### src/rtl/mmio_rd_rsp_tracker.sv
// MMIO read tracker: forwards host reads, pairs in-order feature responses with their TIDs,
// and synthesises all-ones timeout completions. Optional statistics: `define MMIO_RD_TRK_STATS_EN.
module mmio_rd_rsp_tracker #(
  parameter int TID_WIDTH      = 6,
  parameter int ADDR_WIDTH     = 20,
  parameter int DATA_WIDTH     = 64,
  parameter int DEPTH          = 8,
  parameter int TIMEOUT_CYCLES = 4096
) (
  input  logic                  clk,
  input  logic                  rst_n,
  input  logic                  req_valid,
  output logic                  req_ready,
  input  logic [TID_WIDTH-1:0]  req_tid,
  input  logic [ADDR_WIDTH-1:0] req_addr,
  output logic                  fwd_valid,
  input  logic                  fwd_ready,
  output logic [ADDR_WIDTH-1:0] fwd_addr,
  input  logic                  rsp_valid,
  output logic                  rsp_ready,
  input  logic [DATA_WIDTH-1:0] rsp_data,
  output logic                  cpl_valid,
  input  logic                  cpl_ready,
  output logic [TID_WIDTH-1:0]  cpl_tid,
  output logic [DATA_WIDTH-1:0] cpl_data,
  output logic                  cpl_timeout,
  output logic [15:0]           stat_timeouts,
  output logic [15:0]           stat_drops
);

  localparam int PTR_W = $clog2(DEPTH);
  localparam int TO_W  = $clog2(TIMEOUT_CYCLES + 1);
  localparam int DC_W  = PTR_W + 1;
  localparam logic [TO_W-1:0] TO_MAX = TO_W'(TIMEOUT_CYCLES);

  logic [PTR_W:0]          wr_ptr_q, wr_ptr_d;
  logic [PTR_W:0]          rd_ptr_q, rd_ptr_d;
  logic [TID_WIDTH-1:0]    tid_mem_q [DEPTH];
  logic [TID_WIDTH-1:0]    tid_mem_d [DEPTH];
  logic [DC_W-1:0]         drop_cnt_q, drop_cnt_d;
  logic [TO_W-1:0]         to_cnt_q, to_cnt_d;
  logic                    cpl_valid_q, cpl_valid_d;
  logic [TID_WIDTH-1:0]    cpl_tid_q, cpl_tid_d;
  logic [DATA_WIDTH-1:0]   cpl_data_q, cpl_data_d;
  logic                    cpl_timeout_q, cpl_timeout_d;

  logic                    fifo_empty;
  logic                    fifo_full;
  logic                    slot_free;
  logic                    drop_pending;
  logic                    push;
  logic                    rsp_fire;
  logic                    rsp_drop;
  logic                    rsp_cpl;
  logic                    to_fire;
  logic                    pop;
  logic [TID_WIDTH-1:0]    head_tid;

  assign fifo_empty   = (wr_ptr_q == rd_ptr_q);
  assign fifo_full    = (wr_ptr_q[PTR_W] != rd_ptr_q[PTR_W]) &&
                        (wr_ptr_q[PTR_W-1:0] == rd_ptr_q[PTR_W-1:0]);
  assign slot_free    = !cpl_valid_q || cpl_ready;
  assign drop_pending = (drop_cnt_q != {DC_W{1'b0}});
  assign head_tid     = tid_mem_q[rd_ptr_q[PTR_W-1:0]];

  // Handshake outputs are combinational and held low while reset is asserted.
  assign fwd_valid = rst_n && req_valid && !fifo_full;
  assign req_ready = rst_n && fwd_ready && !fifo_full;
  assign fwd_addr  = req_addr;
  assign rsp_ready = rst_n && slot_free && (drop_pending || !fifo_empty);

  assign push     = req_valid && req_ready;
  assign rsp_fire = rsp_valid && rsp_ready;
  assign rsp_drop = rsp_fire && drop_pending;
  assign rsp_cpl  = rsp_fire && !drop_pending;
  // A real response in the expiry cycle takes precedence over the timeout.
  assign to_fire  = (to_cnt_q == TO_MAX) && !drop_pending && slot_free && !fifo_empty && !rsp_cpl;
  assign pop      = rsp_cpl || to_fire;

  assign cpl_valid   = cpl_valid_q;
  assign cpl_tid     = cpl_tid_q;
  assign cpl_data    = cpl_data_q;
  assign cpl_timeout = cpl_timeout_q;

  always_comb begin
    wr_ptr_d      = wr_ptr_q;
    rd_ptr_d      = rd_ptr_q;
    tid_mem_d     = tid_mem_q;
    drop_cnt_d    = drop_cnt_q;
    to_cnt_d      = to_cnt_q;
    cpl_valid_d   = cpl_valid_q;
    cpl_tid_d     = cpl_tid_q;
    cpl_data_d    = cpl_data_q;
    cpl_timeout_d = cpl_timeout_q;

    if (push) begin
      tid_mem_d[wr_ptr_q[PTR_W-1:0]] = req_tid;
      wr_ptr_d = wr_ptr_q + (PTR_W + 1)'(1);
    end else begin
      wr_ptr_d = wr_ptr_q;
    end

    if (pop) begin
      rd_ptr_d = rd_ptr_q + (PTR_W + 1)'(1);
    end else begin
      rd_ptr_d = rd_ptr_q;
    end

    // Head age: restarts for each new head, saturates at the timeout threshold.
    if (fifo_empty || pop) begin
      to_cnt_d = {TO_W{1'b0}};
    end else if (to_cnt_q != TO_MAX) begin
      to_cnt_d = to_cnt_q + TO_W'(1);
    end else begin
      to_cnt_d = to_cnt_q;
    end

    if (to_fire) begin
      drop_cnt_d = drop_cnt_q + DC_W'(1);
    end else if (rsp_drop) begin
      drop_cnt_d = drop_cnt_q - DC_W'(1);
    end else begin
      drop_cnt_d = drop_cnt_q;
    end

    if (rsp_cpl) begin
      cpl_valid_d   = 1'b1;
      cpl_tid_d     = head_tid;
      cpl_data_d    = rsp_data;
      cpl_timeout_d = 1'b0;
    end else if (to_fire) begin
      cpl_valid_d   = 1'b1;
      cpl_tid_d     = head_tid;
      cpl_data_d    = {DATA_WIDTH{1'b1}};
      cpl_timeout_d = 1'b1;
    end else if (cpl_ready) begin
      cpl_valid_d   = 1'b0;
    end else begin
      cpl_valid_d   = cpl_valid_q;
    end
  end

  // Tracking FIFO, drop/timeout counters and completion slot registers.
  always_ff @(posedge clk) begin
    if (!rst_n) begin
      wr_ptr_q      <= {(PTR_W + 1){1'b0}};
      rd_ptr_q      <= {(PTR_W + 1){1'b0}};
      tid_mem_q     <= '{default: {TID_WIDTH{1'b0}}};
      drop_cnt_q    <= {DC_W{1'b0}};
      to_cnt_q      <= {TO_W{1'b0}};
      cpl_valid_q   <= 1'b0;
      cpl_tid_q     <= {TID_WIDTH{1'b0}};
      cpl_data_q    <= {DATA_WIDTH{1'b0}};
      cpl_timeout_q <= 1'b0;
    end else begin
      wr_ptr_q      <= wr_ptr_d;
      rd_ptr_q      <= rd_ptr_d;
      tid_mem_q     <= tid_mem_d;
      drop_cnt_q    <= drop_cnt_d;
      to_cnt_q      <= to_cnt_d;
      cpl_valid_q   <= cpl_valid_d;
      cpl_tid_q     <= cpl_tid_d;
      cpl_data_q    <= cpl_data_d;
      cpl_timeout_q <= cpl_timeout_d;
    end
  end

`ifdef MMIO_RD_TRK_STATS_EN
  logic [15:0] stat_to_q, stat_to_d;
  logic [15:0] stat_drop_q, stat_drop_d;

  // Saturating event counters.
  always_comb begin
    stat_to_d   = stat_to_q;
    stat_drop_d = stat_drop_q;
    if (to_fire && (stat_to_q != 16'hFFFF)) begin
      stat_to_d = stat_to_q + 16'd1;
    end else begin
      stat_to_d = stat_to_q;
    end
    if (rsp_drop && (stat_drop_q != 16'hFFFF)) begin
      stat_drop_d = stat_drop_q + 16'd1;
    end else begin
      stat_drop_d = stat_drop_q;
    end
  end

  // Statistics registers.
  always_ff @(posedge clk) begin
    if (!rst_n) begin
      stat_to_q   <= 16'h0000;
      stat_drop_q <= 16'h0000;
    end else begin
      stat_to_q   <= stat_to_d;
      stat_drop_q <= stat_drop_d;
    end
  end

  assign stat_timeouts = stat_to_q;
  assign stat_drops    = stat_drop_q;
`else
  assign stat_timeouts = 16'h0000;
  assign stat_drops    = 16'h0000;
`endif

endmodule

### config.mk
export PLATFORM = sky130hd
export DESIGN_NAME = mmio_rd_rsp_tracker
export DESIGN_NICKNAME = d
export VERILOG_FILES = /design/src/rtl/mmio_rd_rsp_tracker.sv
export SDC_FILE = /design/constraint.sdc
export NUM_CORES = 1
export LEC_CHECK = 0
export ABC_AREA = 1
export CAP_MARGIN = 40
export CORE_MARGIN = 2
export CORE_UTILIZATION = 30
export DETAILED_ROUTE_END_ITERATION = 6
export DONT_BUFFER_PORTS = 1
export HOLD_SLACK_MARGIN = 0.02
export MAX_ROUTING_LAYER = met4
export SKIP_LAST_GASP = 1
export SYNTH_ARGS = -nofsm -noshare
export SYNTH_HDL_FRONTEND = slang
export SYNTH_SLANG_ARGS = --single-unit
### constraint.sdc
create_clock -name clk -period 3.35 [get_ports clk]
set_input_delay 0.5025 -clock clk [delete_from_list [all_inputs] [get_ports clk]]
set_output_delay 0.5025 -clock clk [all_outputs]
set_load 0.01 [all_outputs]
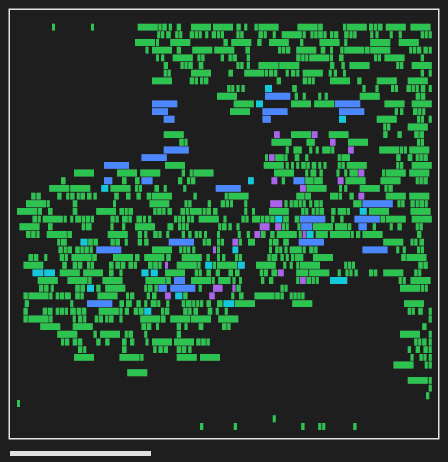
(sizing map)
The bar under the picture is 50 um long.
legend:
  x6 and larger:
    colour: blue
    cells: 28
    share: 3.3%
    most_used: clkbuf_16
  x3 and x4:
    colour: cyan
    cells: 21
    share: 2.4%
    most_used: buf_4
  x2:
    colour: purple
    cells: 24
    share: 2.8%
    most_used: nor2_2
  x1 and smaller:
    colour: green
    cells: 788
    share: 92%
    most_used: nor2_1
post-route worst setup slack: 0.761 ns
Layout Area Growth over Synthesis: 7.33%
post-route design area: 7010 um^2

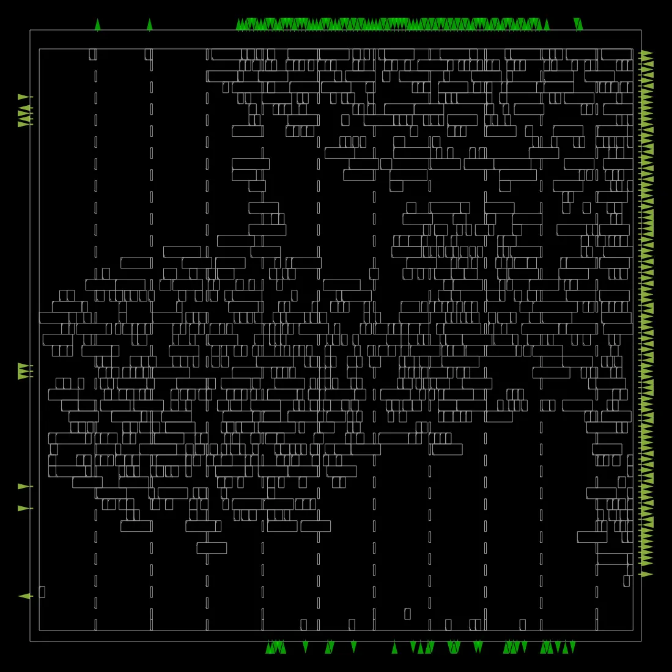
(placement view)
FP Rows: 53
flop share of the area: 41.4%
fillers: 2284
final core utilization: 33.0%
Core ar.: 21200 um^2

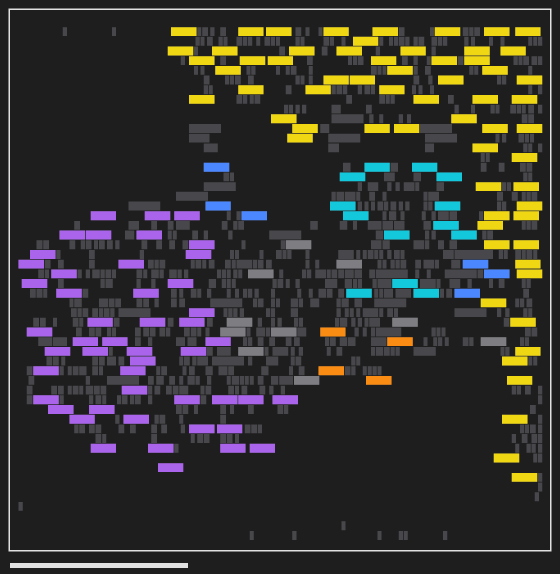
(where the registers sit)
The bar under the picture is 50 um long. Other sequential cells in the stronger grey, the rest of the logic in the fainter grey.
legend:
  `drop_cnt_q`:
    colour: orange
    flops: 4
  `to_cnt_q`:
    colour: cyan
    flops: 13
  `cpl_tid`:
    colour: blue
    flops: 6
  `tid_mem_q`:
    colour: purple
    flops: 48
  `cpl_data`:
    colour: yellow
    flops: 64
not coloured: 10
sequential cell area: 2900 um^2
Seq group: 1870 uW

==> final cells by class <==
class	instances	area, um^2	share of cell area, %
clock buffers	17	425	6.07
clock inverters	15	168	2.39
inverters	40	155	2.21
multi-input cells	633	2940	41.9
flip-flops and latches	145	2900	41.4
well taps	275	344	4.91
repair buffers	11	82.6	1.18
==> state kept, by name, summed over array words and instances, names as in the netlist <==
| register | flops |
|---|---|
| drop_cnt_q | 4 |
| wr_ptr_q | 4 |
| cpl_data | 64 |
| to_cnt_q | 13 |
| rd_ptr_q | 4 |
| tid_mem_q | 48 |
| cpl_tid | 6 |
| cpl_valid | 1 |
| cpl_timeout | 1 |
==> through the flow <==
step | total power (uW) | setup WS (ns) | hold WS (ns) | std cells | instance area [um^2]
after floorplan | 2210 | 1.16 | 0.436 | 921 | 6650
after global placement | 2200 | 0.862 | 0.446 | 1104 | 6420
after detailed placement | 2210 | 0.788 | 0.452 | 1104 | 6420
after CTS | 4120 | 0.770 | 0.187 | 1136 | 7010
after global routing | 4270 | 0.413 | 0.184 | 1136 | 7010
final | 4070 | 0.761 | 0.218 | 1136 | 7010
==> logic make-up (layout without fill, tap and decap cells) <==
kind of cell | after synthesis | in the layout | share of synthesized area [%]
DFF | 145 | 145 | 44.4
AOI/OAI and AO/OA | 170 | 170 | 13.3
and+or+nand+nor | 410 | 410 | 26.5
buffers and inverters | 143 | 83 | 12.4
adders and majority gates | 7 | 7 | 1.46
xor gates and xnor gates | 14 | 14 | 1.88
other | 1 | 32 | 0.0574
==> cells in the mapped netlist (all sizes together) (2+ instances only) <==
library cell	count
nor2	209
dfxtp	145
nand2	131
o21ai	101
buf	73
a21oi	57
nand3	56
inv	40
clkbuf	30
o22ai	12
xor2	11
ha	6
nand4	6
nor3	4
xnor2	3
or2	2
==> how the worst min path moves through the flow <==
stage / to / startpoint
6_report: drop_cnt_q[2]$_SDFFE_PN0P_ / rst_n
2_1_floorplan: tid_mem_q[35]$_SDFFE_PN0P_ / tid_mem_q[35]$_SDFFE_PN0P_
4_1_cts: drop_cnt_q[2]$_SDFFE_PN0P_ / rst_n
5_1_grt: drop_cnt_q[2]$_SDFFE_PN0P_ / rst_n
3_5_place_dp: tid_mem_q[36]$_SDFFE_PN0P_ / tid_mem_q[36]$_SDFFE_PN0P_
3_3_place_gp: tid_mem_q[39]$_SDFFE_PN0P_ / tid_mem_q[39]$_SDFFE_PN0P_
==> critical path, cell delays in order, from the launching register on <==
cell	delay, ns
dfxtp_1	0.52
inv_1	0.19
nand2_1	0.10
nand2_1	0.06
nor2_1	0.15
nand3_1	0.17
nand3_1	0.15
nand2b_1	0.15
ha_1	0.35
nand2_1	0.08
nand2_1	0.04
nor2_1	0.13
nand4_1	0.11
nand2_1	0.11
nand3_1	0.07
nand2_1	0.07
nor2_1	0.03
==> power groups by stage <==
stage / registers [uW] / clock network (uW) / logic [uW]
after global routing: 1880 / 2040 / 347
after CTS: 1870 / 1950 / 300
after global placement: 1910 / 0 / 295
after detailed placement: 1910 / 0 / 299
after floorplan: 1890 / 0 / 315
final: 1870 / 1910 / 298
==> run_results.csv <==
group,metric,value,unit
run_status,outcome,"finished clean",
cts,cts_tree,"yes",
drt,wl_met3,1250,um
drt,met2_length,7610,um
global_route,use_met2,21.8,%
synthesis,syn_inst,890,
drt,dr_total_vias,5300,
global_route,grt_max_degree,84,
synthesis,yosys_warnings,0,
cts,clk_pin_slew,0.07,ns
sta,final.setup.tns,0,ns
synthesis,numSynthFlops,145,
power,p_int,2940,uW
die,fp.dieH,152,um
job,warnings,27,
global_route,grt_use_met3,3.86,%
sta,drv_slew,0,
sta,max_slew_margin,60.8,%
cts,cts_buffers,17,
setup_path,worstSetupEndpointType,"register",
drt,dr.pass1.iters,4,
Power and IR drop assume default switching activity.
